==> config.mk <==
export PLATFORM = sky130hd
export DESIGN_NAME = uart_tx_cfg
export DESIGN_NICKNAME = d
export VERILOG_FILES = /design/src/rtl/uart_tx_cfg.sv
export SDC_FILE = /design/constraint.sdc
export NUM_CORES = 1
export LEC_CHECK = 0
export CORE_ASPECT_RATIO = 2
export CORE_MARGIN = 2
export CORE_UTILIZATION = 43
export DETAILED_ROUTE_END_ITERATION = 8
export GPL_TIMING_DRIVEN = 0
export PLACE_DENSITY = 0.65
export SKIP_CTS_REPAIR_TIMING = 1
export SYNTH_ARGS = -nofsm -noshare
export SYNTH_HDL_FRONTEND = slang
export SYNTH_SLANG_ARGS = --single-unit
export TNS_END_PERCENT = 10
==> constraint.sdc <==
create_clock -name clk -period 5 [get_ports clk]
set_input_delay 1.5 -clock clk [delete_from_list [all_inputs] [get_ports clk]]
set_output_delay 1.5 -clock clk [all_outputs]
set_load 0.005 [all_outputs]
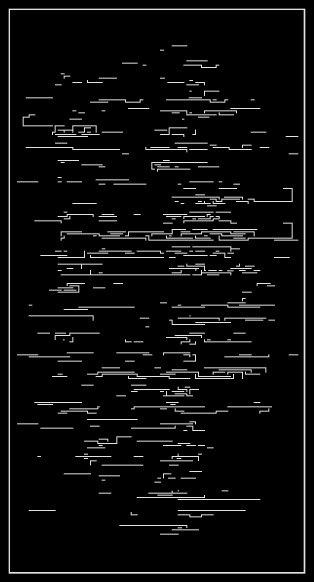
**Above:** run 1 (signal wires on met1).
- nets with wire on the layer: 159
- longest straight run: 20.2 um
- wire length on this layer: 1120 um
DR vias: 1160
met1 usage: 0.186
Final Routed Wirelength: 3000 um

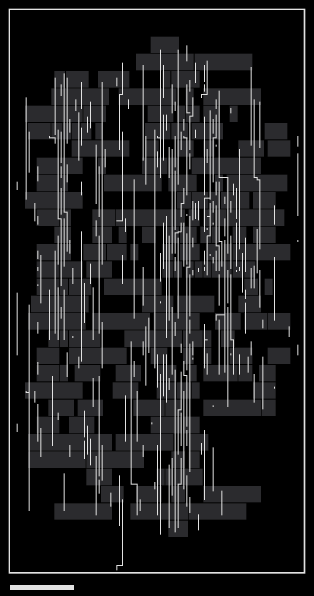
**Above:** run 1 (the metal 2 layer).
Scale bar: 10 um.
- nets with wire on the layer: 155
- main direction: vertical
- share of all routed wire: 51%
- wire length on this layer: 1550 um
GR met2 Demand/Resource: 0.289

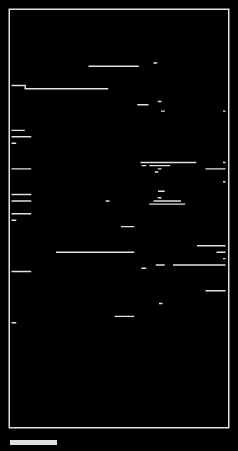
**Above:** run 1 (signal wires on met3).
Scale bar: 10 um.
- share of all routed wire: 4.9%
- main direction: horizontal
- longest straight run: 17.5 um
met3 GRT Util: 0.0429

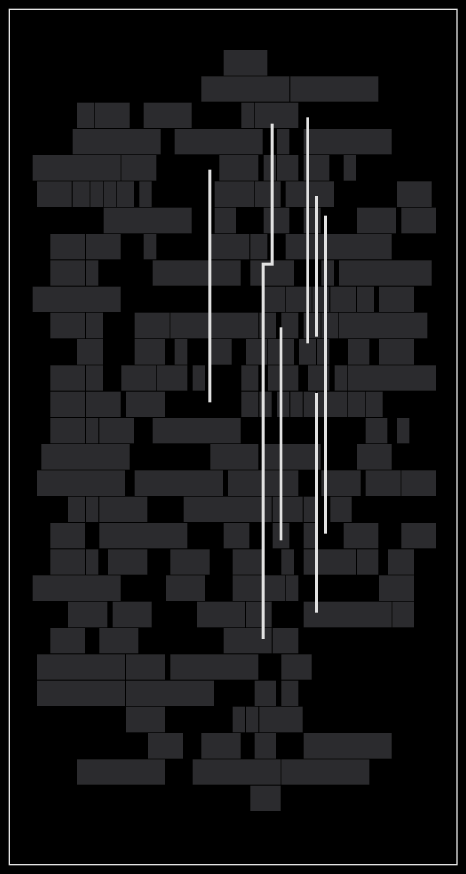
**Above:** run 1 (signal wires on met4).
- main direction: vertical
- longest straight run: 38.6 um
- nets with wire on the layer: 7

==> out/metrics.cfg <==
[critical_path]
path_buffers=3
cp_slowest_cell=clkdlybuf4s50_1
crit_required_ns=3.50
path_delay_family=buffers and inverters
rrSetupSlack_ns=3.04
path_depth=4
setup.worst_path.start_class=primary input
path_cells=clkdlybuf4s50_1 -> clkbuf_1 -> nor4_1 -> clkdlybuf4s50_1
cpMostUsedCell=clkdlybuf4s50_1
rr_worst_depth=7
arrival_ns=3.14
worstSetupPathType=primary input to output pin
critPathMaxStageDelay_ns=0.55
end_kind=output pin
path_max_fanout=10

[run_status]
outcome=complete, no violations

[die]
core_sq_um=3420
die_width_um=46.2
initial_utilization=0.449
io_pins=21
die_h_um=88.4
row_count=30
dieArea_sq_um=4090

[global_routing]
grt_pass1_vias=1178
grt_antenna_before_repair=0
grt_max_degree=30
grt_overflow_total=0
track_usage=0.179
grt_pass1_wl_um=5110

[synthesis]
synth-seq-area-share=0.474
ys_area_sq_um=1530
syn_area_sq_um=1530
synth_nets=158
yosysCellCount=141
ys_ff=29
synthDistinctLibCells=43
ff_type=dfrtp_1
synthArstFlopShare=1.00
syn_avg_cell_area_sq_um=10.9
yosysWarnings=0
synth-edff-count=0
synthCells=141

[sta]
tightest_slew_ns=1.09
setup-violations-final=0
fmax_ghz=0.216
min_period_ns=4.64
setup_ws_ns=0.363
timing.setup.tns_ns=0
timing.hold.ws_ns=0.486
drv_slew=0
post-route-period-util=0.927
fin_worst_skew_ns=0.00664
timing.slew.headroom=0.274
final-hold-violation-count=0
rsz0062_at_grt=no

[cells_and_area]
area_growth_pct=24.6
comb_area_sq_um=723
fillers=294
layout-drive-gt1-share=0.183
flop_area_sq_um=727
antennaDiodeCount=0
fin_nets=185

[job]
drv_cap=0
warning_count=27

[clocking]
cts_buffers=5
clk_path_buf_depth=2
clk-insertion-delay-late_ns=0.28
cts-htree-levels=2
cts.clk_slew.worst_paths_ns=0.05
cts_tree=done
cts_sinks=29
root_buffer=clkbuf_8

[placement]
port_buffers=20
place.gp.congestion=0.926
dpl_worst_slack_ns=0.396
hpwl_um=2230

[power]
p_per_area_nw_per_um2=470
p_leak_nw=0.853
ir_drop_uv=284

[route]
dr.pass1.iters=4
drt_iter0_drc=25
post_drt_wl_per_cell_um=13.8
viasPerCell=5.35
ant_nets=0
drc=0

[worst_hold_path]
holdPathStages=2
hp-class=register to register

[run 1: area by class of cell]
cell class	count	share of cell area
inverters	9	0.0177
clock inverters	1	0.0157
flip-flops and latches	29	0.381
multi-input cells	95	0.379
repair buffers	20	0.105
well taps	48	0.0315
clock buffers	7	0.0452
plain buffers	8	0.0256
[run 1: worst reg2reg max path, stage by stage, from the launching register on]
cell and delay, ns:
dfrtp_1 0.41, ha_1 0.23, ha_1 0.22, nand4b_1 0.24, a211oi_4 0.44, buf_6 0.21
nor2_1 0.06, a21oi_2 0.09
[run 1: cells in the mapped netlist, types with 2 or more instances]
library cell	instances	area, sq um
dfrtp_1	28	701
nor2_1	10	37.5
mux2_2	9	101
inv_1	8	30.0
mux2i_1	8	80.1
a21oi_1	7	35.0
o21ai_0	7	35.0
clkbuf_1	5	18.8
ha_1	4	50.1
nand2b_1	4	25.0
o31ai_1	4	30.0
mux2_1	3	33.8
nand2_1	3	11.3
nand3_1	3	15.0
nor3_1	3	15.0
a211oi_1	2	15.0
a21oi_2	2	17.5
and3_1	2	12.5
buf_6	2	22.5
nor2_2	2	12.5
nor4_1	2	12.5
o22ai_1	2	12.5
[run 1: layer usage]
layer  part of all wire  global-route usage  routed length [um]  vias up
met5                  0                   0                   0        -
met3              0.048              0.0429                 145       18
met2               0.51               0.289                1550       45
li1                   -                   -                   -      555
met4              0.064               0.145                 192        0
met1               0.37               0.186                1120      542
[run 1: stage by stage]
| step | std cells | utilization | power (W) | area (sq um) |
|---|---|---|---|---|
| after floorplan | 141 | - | 0.000571 | 1530 |
| after global placement | 209 | 0.525 | 0.000640 | 1790 |
| after detailed placement | 209 | 0.525 | 0.000659 | 1790 |
| after CTS | 217 | 0.559 | 0.000911 | 1910 |
| after global routing | 217 | 0.559 | 0.000969 | 1910 |
| final | 217 | 0.559 | 0.000897 | 1910 |
[run 1: cell usage in the layout, fill, tap and decap left out, drive strengths merged, types with 2 or more instances in the layout]
cell type	n
nor2	12
dfrtp	28
inv	9
clkbuf	12
o31ai	4
mux2i	8
o21ai	8
nor3	3
a211oi	3
nor4	2
ha	4
mux2	12
nand2	3
clkdlybuf4s50	20
buf	3
a21oi	9
o22ai	2
and3	2
nand3	3
nand2b	4
[run 1: power by group]
group | internal (W) | total (W) | switching [W]
combinational | 0.000145 | 0.000274 | 0.000129
sequential | 0.000318 | 0.000376 | 0.0000578
clock | 0.000162 | 0.000247 | 0.0000850
total | 0.000625 | 0.000897 | 0.000272
[run 1: kinds of logic after synthesis]
family | count (synthesis) | synth area share
compound gates | 34 | 0.159
mux | 20 | 0.140
flops | 29 | 0.474
simple gates | 36 | 0.129
buf+inv | 17 | 0.0539
xor+xnor | 1 | 0.0106
fa+ha+maj | 4 | 0.0327
No activity file was given, so power comes from the tool's default toggle rates.
